$ cat config.mk
export PLATFORM = sky130hd
export DESIGN_NAME = control_unit
export DESIGN_NICKNAME = d
export VERILOG_FILES = /design/src/rtl/control_unit.sv
export SDC_FILE = /design/constraint.sdc
export NUM_CORES = 1
export LEC_CHECK = 0
export CORE_ASPECT_RATIO = 1.4
export CORE_MARGIN = 2
export CORE_UTILIZATION = 40
export CTS_BUF_LIST = sky130_fd_sc_hd__clkbuf_4 sky130_fd_sc_hd__clkbuf_8
export DETAILED_ROUTE_END_ITERATION = 8
export PLACE_DENSITY = 0.9
export SLEW_MARGIN = 15
export SYNTH_ARGS = -nofsm -noshare
export SYNTH_HDL_FRONTEND = slang
export SYNTH_SLANG_ARGS = --single-unit
$ cat constraint.sdc
create_clock -name clock -period 3.9 [get_ports clock]
set_clock_uncertainty 0.2 [all_clocks]
set_input_delay 0.78 -clock clock [delete_from_list [all_inputs] [get_ports clock]]
set_output_delay 0.78 -clock clock [all_outputs]
set_load 0.05 [all_outputs]
$ cat src/rtl/control_unit.sv
// Multi-cycle LEGv8-subset control unit: FETCH/EXEC/LOAD2/HALT sequencer driving the datapath
// control word and immediate. Define BRANCH_LINK_EN to execute BL; otherwise BL halts.
module control_unit #(
  parameter logic [4:0] LINK_REG = 5'd30
) (
  input  logic        clock,
  input  logic        reset,
  input  logic [31:0] instruction,
  input  logic [4:0]  status,
  output logic [30:0] controlword,
  output logic [63:0] immediate,
  output logic [1:0]  state,
  output logic        halted
);

  typedef enum logic [1:0] {
    FETCH = 2'd0,
    EXEC  = 2'd1,
    LOAD2 = 2'd2,
    HALT  = 2'd3
  } state_t;

  typedef enum logic [3:0] {
    OP_UNDEF, OP_ADD, OP_SUB, OP_AND, OP_ORR, OP_EOR, OP_SUBS, OP_ADDI,
    OP_SUBI, OP_STUR, OP_LDUR, OP_B, OP_BL, OP_CBZ, OP_CBNZ, OP_BCOND
  } op_t;

  typedef struct packed {
    logic       bus_alu_en;
    logic       alu_b_sel;
    logic [4:0] alu_fs;
    logic       bus_rfb_en;
    logic [4:0] sa;
    logic [4:0] sb;
    logic [4:0] da;
    logic       rf_write;
    logic       bus_ram_en;
    logic       ram_write;
    logic       bus_pc_en;
    logic [1:0] pc_fs;
    logic       pc_in_sel;
    logic       status_load;
  } ctrl_t;

  localparam logic [4:0] ALU_AND = 5'b00000;
  localparam logic [4:0] ALU_OR  = 5'b00100;
  localparam logic [4:0] ALU_XOR = 5'b01100;
  localparam logic [4:0] ALU_ADD = 5'b01000;
  localparam logic [4:0] ALU_SUB = 5'b01011;

  localparam logic [1:0] PC_HOLD = 2'b00;
  localparam logic [1:0] PC_INC  = 2'b01;
  localparam logic [1:0] PC_REL  = 2'b11;

  localparam logic [4:0] XZR = 5'd31;

  localparam logic [10:0] OPC_ADD  = 11'b10001011000;
  localparam logic [10:0] OPC_SUB  = 11'b11001011000;
  localparam logic [10:0] OPC_AND  = 11'b10001010000;
  localparam logic [10:0] OPC_ORR  = 11'b10101010000;
  localparam logic [10:0] OPC_EOR  = 11'b11001010000;
  localparam logic [10:0] OPC_SUBS = 11'b11101011000;
  localparam logic [10:0] OPC_STUR = 11'b11111000000;
  localparam logic [10:0] OPC_LDUR = 11'b11111000010;
  localparam logic [9:0]  OPC_ADDI = 10'b1001000100;
  localparam logic [9:0]  OPC_SUBI = 10'b1101000100;
  localparam logic [7:0]  OPC_CBZ  = 8'b10110100;
  localparam logic [7:0]  OPC_CBNZ = 8'b10110101;
  localparam logic [7:0]  OPC_BCND = 8'b01010100;
  localparam logic [5:0]  OPC_B    = 6'b000101;
  localparam logic [5:0]  OPC_BL   = 6'b100101;

`ifdef BRANCH_LINK_EN
  localparam logic BL_ENABLED = 1'b1;
`else
  localparam logic BL_ENABLED = 1'b0;
`endif

  state_t      state_q, state_d;
  logic [31:0] ir_q, ir_d;
  logic        halted_q, halted_d;

  logic [10:0] op11;
  logic [9:0]  op10;
  logic [7:0]  op8;
  logic [5:0]  op6;
  logic [4:0]  rd, rn, rm;
  logic [3:0]  cond;

  assign op11 = ir_q[31:21];
  assign op10 = ir_q[31:22];
  assign op8  = ir_q[31:24];
  assign op6  = ir_q[31:26];
  assign rd   = ir_q[4:0];
  assign rn   = ir_q[9:5];
  assign rm   = ir_q[20:16];
  assign cond = ir_q[3:0];

  logic [63:0] imm_alu12, imm_dt9, imm_cb19, imm_br26;

  assign imm_alu12 = {52'd0, ir_q[21:10]};
  assign imm_dt9   = {{55{ir_q[20]}}, ir_q[20:12]};
  assign imm_cb19  = {{45{ir_q[23]}}, ir_q[23:5]};
  assign imm_br26  = {{38{ir_q[25]}}, ir_q[25:0]};

  logic z_live, z_reg, n_reg, c_reg_unused, v_reg;

  assign z_live       = status[0];
  assign z_reg        = status[1];
  assign n_reg        = status[2];
  assign c_reg_unused = status[3];
  assign v_reg        = status[4];

  op_t op;

  // Shortest opcodes are matched first so that longer matches overwrite them.
  always_comb begin
    op = OP_UNDEF;
    if (op6 == OPC_B) op = OP_B;
    if (BL_ENABLED && (op6 == OPC_BL)) op = OP_BL;
    case (op8)
      OPC_CBZ:  op = OP_CBZ;
      OPC_CBNZ: op = OP_CBNZ;
      OPC_BCND: op = OP_BCOND;
      default:  ;
    endcase
    case (op10)
      OPC_ADDI: op = OP_ADDI;
      OPC_SUBI: op = OP_SUBI;
      default:  ;
    endcase
    case (op11)
      OPC_ADD:  op = OP_ADD;
      OPC_SUB:  op = OP_SUB;
      OPC_AND:  op = OP_AND;
      OPC_ORR:  op = OP_ORR;
      OPC_EOR:  op = OP_EOR;
      OPC_SUBS: op = OP_SUBS;
      OPC_STUR: op = OP_STUR;
      OPC_LDUR: op = OP_LDUR;
      default:  ;
    endcase
  end

  logic [4:0] arith_fs;

  always_comb begin
    case (op)
      OP_SUB, OP_SUBS, OP_SUBI: arith_fs = ALU_SUB;
      OP_AND:                   arith_fs = ALU_AND;
      OP_ORR:                   arith_fs = ALU_OR;
      OP_EOR:                   arith_fs = ALU_XOR;
      default:                  arith_fs = ALU_ADD;
    endcase
  end

  logic cond_valid, cond_taken, cb_taken;

  always_comb begin
    cond_valid = 1'b1;
    cond_taken = 1'b0;
    case (cond)
      4'b0000: cond_taken = z_reg;
      4'b0001: cond_taken = ~z_reg;
      4'b1010: cond_taken = (n_reg == v_reg);
      4'b1011: cond_taken = (n_reg != v_reg);
      default: cond_valid = 1'b0;
    endcase
  end

  // CBZ/CBNZ pass Rt through the ALU as XZR|Rt, so the live Z reflects Rt==0.
  assign cb_taken = (op == OP_CBZ) ? z_live : ~z_live;

  ctrl_t       exec_ctrl;
  logic [63:0] exec_imm;
  state_t      exec_next;

  always_comb begin
    exec_ctrl = '0;
    exec_imm  = '0;
    exec_next = FETCH;
    case (op)
      OP_ADD, OP_SUB, OP_AND, OP_ORR, OP_EOR, OP_SUBS, OP_ADDI, OP_SUBI: begin
        exec_ctrl.bus_alu_en  = 1'b1;
        exec_ctrl.alu_fs      = arith_fs;
        exec_ctrl.sa          = rn;
        exec_ctrl.sb          = rm;
        exec_ctrl.da          = rd;
        exec_ctrl.rf_write    = 1'b1;
        exec_ctrl.pc_fs       = PC_INC;
        exec_ctrl.status_load = (op == OP_SUBS);
        if ((op == OP_ADDI) || (op == OP_SUBI)) begin
          exec_ctrl.alu_b_sel = 1'b1;
          exec_imm            = imm_alu12;
        end
      end
      OP_STUR, OP_LDUR: begin
        exec_ctrl.alu_b_sel = 1'b1;
        exec_ctrl.alu_fs    = ALU_ADD;
        exec_ctrl.sa        = rn;
        exec_ctrl.sb        = rd;
        exec_imm            = imm_dt9;
        if (op == OP_STUR) begin
          exec_ctrl.bus_rfb_en = 1'b1;
          exec_ctrl.ram_write  = 1'b1;
          exec_ctrl.pc_fs      = PC_INC;
        end else begin
          exec_ctrl.bus_ram_en = 1'b1;
          exec_ctrl.pc_fs      = PC_HOLD;
          exec_next            = LOAD2;
        end
      end
      OP_B: begin
        exec_ctrl.pc_in_sel = 1'b1;
        exec_ctrl.pc_fs     = PC_REL;
        exec_imm            = imm_br26;
      end
      OP_BL: begin
        exec_ctrl.bus_pc_en = 1'b1;
        exec_ctrl.da        = LINK_REG;
        exec_ctrl.rf_write  = 1'b1;
        exec_ctrl.pc_in_sel = 1'b1;
        exec_ctrl.pc_fs     = PC_REL;
        exec_imm            = imm_br26;
      end
      OP_CBZ, OP_CBNZ: begin
        exec_ctrl.alu_fs    = ALU_OR;
        exec_ctrl.sa        = XZR;
        exec_ctrl.sb        = rd;
        exec_ctrl.pc_in_sel = cb_taken;
        exec_ctrl.pc_fs     = cb_taken ? PC_REL : PC_INC;
        exec_imm            = imm_cb19;
      end
      OP_BCOND: begin
        if (cond_valid) begin
          exec_ctrl.pc_in_sel = cond_taken;
          exec_ctrl.pc_fs     = cond_taken ? PC_REL : PC_INC;
          exec_imm            = imm_cb19;
        end else begin
          exec_next = HALT;
        end
      end
      default: exec_next = HALT;
    endcase
  end

  ctrl_t out_ctrl;

  always_comb begin
    out_ctrl  = '0;
    immediate = '0;
    case (state_q)
      EXEC: begin
        out_ctrl  = exec_ctrl;
        immediate = exec_imm;
      end
      LOAD2: begin
        out_ctrl          = exec_ctrl;
        out_ctrl.da       = rd;
        out_ctrl.rf_write = 1'b1;
        out_ctrl.pc_fs    = PC_INC;
        immediate         = exec_imm;
      end
      default: ;
    endcase
  end

  assign controlword = out_ctrl;

  always_comb begin
    state_d = state_q;
    ir_d    = ir_q;
    case (state_q)
      FETCH: begin
        ir_d    = instruction;
        state_d = EXEC;
      end
      EXEC:    state_d = exec_next;
      LOAD2:   state_d = FETCH;
      default: state_d = HALT;
    endcase
    halted_d = (state_d == HALT);
  end

  always_ff @(posedge clock or posedge reset) begin
    if (reset) begin
      state_q  <= FETCH;
      ir_q     <= '0;
      halted_q <= 1'b0;
    end else begin
      state_q  <= state_d;
      ir_q     <= ir_d;
      halted_q <= halted_d;
    end
  end

  assign state  = state_q;
  assign halted = halted_q;

endmodule

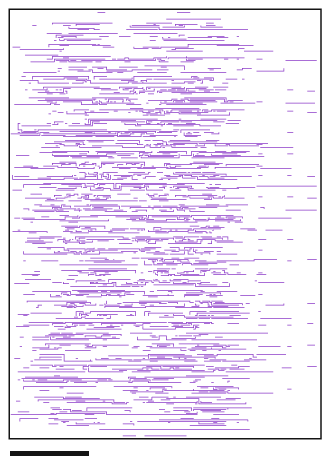
m1.png
The bar under the picture is 20 um long.
471 nets have wire on it. The wires run mostly horizontal.

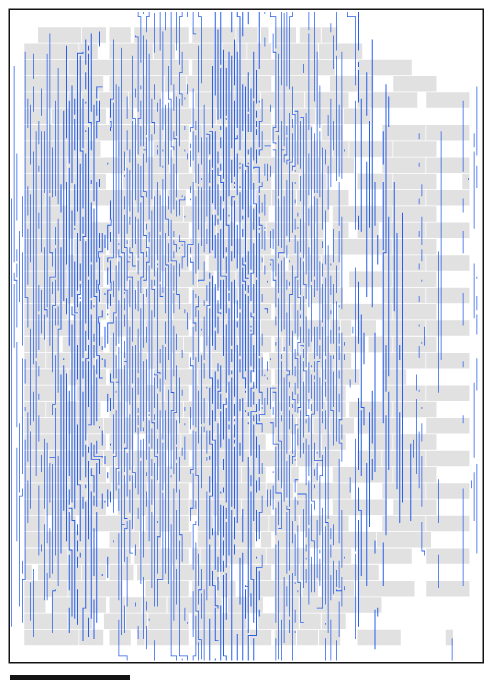
m2.png
The bar under the picture is 20 um long. Cells faint in the background.
523 nets have wire on it. The longest straight run is 71.4 um. The wires run mostly vertical. The layer carries 8290 um of wire.

==> job_summary.md <==
## Synthesis and layout report

| Metric | Value |
|---|---|
| Ordered cell list for the critical path | or4b_4 -> nor4_4 -> buf_4 -> buf_6 -> nor3_4 -> a21oi_4 -> xor2_4 -> nor2_4 -> a22o_1 -> buf_12 |
| End point of the critical path | controlword[17] |
| Half-perimeter wire length after detailed placement | 8130 um |
| Hold Startpoint | ir_q[26] |
| Fraction of synthesized area in multiplexers | 10.7% |
| Topmost layer with routed signal wires | met5 |
| Ranking of synthesized cells by area | sky130_fd_sc_hd__dfrtp_1, sky130_fd_sc_hd__mux2_2, sky130_fd_sc_hd__buf_4 |
| # clk buffers | 5 |
| Mean area per synthesized cell | 9.27 um2 |
| Max_cap viols | 0 |
| Slowest-stage cell, CP | sky130_fd_sc_hd__or4b_4 |
| TritonCTS clock tree | yes |
| Non-Clock Buffer Area Fraction | between 40% and 50% |
| Cell type with the largest total area | sky130_fd_sc_hd__dfrtp_1 |
| Remaining antenna violation count after routing | 0 |
| Area of the core region | 7700 um2 |
| Sequential share of cell area | 13.2% |
| AND/OR/NAND/NOR Cells, Area Fraction | 18.5% |
| Non-clock buffer total of the final layout | 220 |
| Most common cell in the netlist | sky130_fd_sc_hd__buf_4 |
| I/O pins | 137 |
| Filler cell count in the final layout | 279 |
| Final total power | 0.00359 W |
| Comb power frac | 63.6% |
| Wire length the detailed router placed on met1 | 5740 um |
| Routed via count | 4064 |
| Total detailed-routing wirelength | around 18000 um |
| Buffer cell driving the clock tree root | sky130_fd_sc_hd__clkbuf_8 |
| Yosys Instances | 339 |
| Total length of routed met3 wires | ~2300 um |
| Cell group occupying the most layout area | non-clock buffers |
| Chip area in the Yosys report | about 3100 um2 |
| Top Family by Delay on Critical Path | simple AND/OR/NAND/NOR gates |
| Status | finished with violations |
| Commonest cells in the netlist | sky130_fd_sc_hd__buf_4, sky130_fd_sc_hd__dfrtp_1, sky130_fd_sc_hd__mux2_2 |
| First-pass GRT wire length | 20300 um |
| Leakage power total | 2.61 nW |
| Mapped cell area | 3140 um2 |
| Fraction of synthesized cell area in xor and xnor cells | 2.55% |
| Share of power burned in the clock network | 9.8% |
| Setup_tns | -24580 ps |
| GRT met2 Usage | 56.1% |
| TritonCTS Buffers | 5 |
| Met2 wirelength from detailed routing | 8290 um |
| Total number of multi-input combinational cells | ~230 |
| Start point of the critical path | ir_q[27] |
| Normalized max-slew margin | approximately 50% |
| Pin count of the biggest net entering global routing | 36 |
| Highest Clock Rate | between 200 and 250 MHz |
| Switching share of total power | 52.1% |
| Final slew viol count | 0 |
| Crit path buf inv count | 3 |
| Floorplan core density | 40.8% |
| Seq Cell Count | 35 |
| Met3 track demand over resource | 7.70% |
| Growth of design area from synthesis to finish | 112% |
| Clock Tree Buf Depth | 2 |
| Minimum clock period after layout | approximately 4500 ps |
| Sequential Area | 880 um2 |
| TritonRoute pass-1 iters | 9 |
| Compound-cell area share of the yosys netlist | 23.5% |
| Flip-flop and latch count after synthesis | 35 |
| Share of layout cells above drive strength 1 | 61.2% |
| Number of global-route vias before repair | ~3700 |
| Cell count of the worst hold path | 1 |
| Total die size | 8590 um2 |
| Post-detailed-route DRC marker count | 0 |
| Final setup slack of the worst path | -552 ps |
| Cell Rows | 38 |
| Largest fanout on the critical path | 5 |
| Share of the clock period used by the worst path | 114% |
| Count of endpoints failing hold in the final timing report | 0 |
| Grt met1 use | 30.7% |
| Switching power total | 0.00187 W |
| Share of synthesized cell area in full adder, half adder and majority cells | under 10% |
| Latest clock arrival within the worst-skew pair | about 320 ps |
| Antenna violations before repair | 1 |
| Ys Warns | 0 |
| Failing checks | setup timing |
| Area used by multi-input combinational logic | 2330 um2 |
| Number of flops mapped to enable cells by yosys | 0 |
| Number of well taps | ~100 |
| Critical path data arrival time | 3470 ps |
| Part of the power in registers | a little over a quarter |
| Number of gates resized after cts | 48 |
| Inverters | 7 |
| Most common flop cell mapped by yosys | sky130_fd_sc_hd__dfrtp_1 |
| Post-Synthesis Cells | around 340 |
| Worst reg2reg setup slack | 830 ps |
| Register area share after synthesis | between 20% and 30% |
| Vertical die dimension | around 110 um |
| Final setup viols | 88 |
| TritonCTS sink count | 35 |
| Cell Pwr Density | 539 nW/um2 |
| Internal power | 0.00172 W |
| Final estimated routing congestion in global placement | 0.965 |
| Relative area of clock buffers and inverters in the final design | 1.69% |
| Diodes inserted | 0 |
| Top non-seq family | AND-OR/OR-AND gates |
| Count of routing violations after the opening detailed-route iteration | 765 |
| Average wire per standard cell | 30.1 um |
| Number of gates on the worst path with buffers counted | 10 |
| Delay of the slowest critical-path stage | 600 ps |
| Cts-stage hold buffer count | 0 |
| Crit end category | output port |
| Reg2Reg Launch Point | ir_q[27] |
| Final core utilization | 86.3% |
| Remaining global-route overflow | 0 |
| Hold Path Class | register to register |
| Async SR Flop Fraction | 100% |
| Pre-CTS worst setup slack | 89.3 ps |
| Number of H-tree levels | 2 |
| Via-to-Cell Ratio | 6.74 |
| Critical path data required time | 2920 ps |
| Comb area share | 35.1% |
| Unrepaired setup endpoints after global routing | true |
| Worst VDD drop | approximately 500 uV |
| Total routing usage reported by global routing | between 30 and 40% |
| Hold Path End | ir_q[26] |
| Clock transition at the register clock pins on the worst setup and hold paths after CTS | 70 ps |
| Layout Nets | 545 |
| Total of buffers placed on input and output ports | 133 |
| Layer with the highest usage | met2 |
| Distinct lib cells | 66 |
| R2R depth | 9 |
| Critical path class | register to output port |
| Hold slack | 430 ps |
| Setup repair bufs after CTS | 23 |
| Dominant cell area share | 27.9% |
| Log Warnings | 34 |
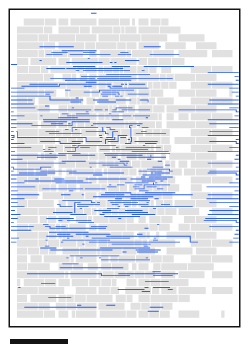
m3.png
The bar under the picture is 20 um long. Cells faint in the background.
The longest straight run is 31.0 um. The layer holds 13% of the routed length. The wires run mostly horizontal. The layer carries 2330 um of wire.

## state kept, by name, summed over array words and instances (netlist names)
signal and cells:
halted 1, ir_q 32, state 2
## cell families after synthesis
group	after synthesis
and+or+nand+nor	97
other	1
buffers and inverters	73
muxes	30
AOI/OAI and AO/OA	92
DFF	35
xor gates and xnor gates	7
adders and majority gates	4
## power groups by stage
stage | clock network, W | registers, W | logic [W]
2_1_floorplan | 0 | 0.000772 | 0.00103
3_3_place_gp | 0 | 0.000794 | 0.00154
3_5_place_dp | 0 | 0.000815 | 0.00159
4_1_cts | 0.000341 | 0.000816 | 0.00178
5_1_grt | 0.000368 | 0.000955 | 0.00234
6_report | 0.000350 | 0.000953 | 0.00228
## through the flow
step	instance area [um2]	instances
6_report	6650	603
5_1_grt	6650	603
4_1_cts	5930	573
3_5_place_dp	5350	538
3_3_place_gp	5350	538
2_1_floorplan	3180	340
## layout by cell type (no fill, tap or decap), types with 5 or more instances in the layout
cell and n:
sky130_fd_sc_hd__o21a_1 8, sky130_fd_sc_hd__o21ai_0 10, sky130_fd_sc_hd__nor2_4 10, sky130_fd_sc_hd__dfrtp_1 32, sky130_fd_sc_hd__inv_1 6, sky130_fd_sc_hd__a221oi_1 7
sky130_fd_sc_hd__and2_1 5, sky130_fd_sc_hd__nor2_1 9, sky130_fd_sc_hd__nor2_2 6, sky130_fd_sc_hd__mux2_2 30, sky130_fd_sc_hd__a21oi_4 15, sky130_fd_sc_hd__buf_6 19
sky130_fd_sc_hd__clkbuf_8 5, sky130_fd_sc_hd__nand2_4 5, sky130_fd_sc_hd__a22o_1 13, sky130_fd_sc_hd__clkdlybuf4s50_1 40, sky130_fd_sc_hd__buf_4 55, sky130_fd_sc_hd__nand2_1 19
sky130_fd_sc_hd__a221oi_4 6, sky130_fd_sc_hd__buf_12 97
Power is estimated from default activity; no workload was simulated.
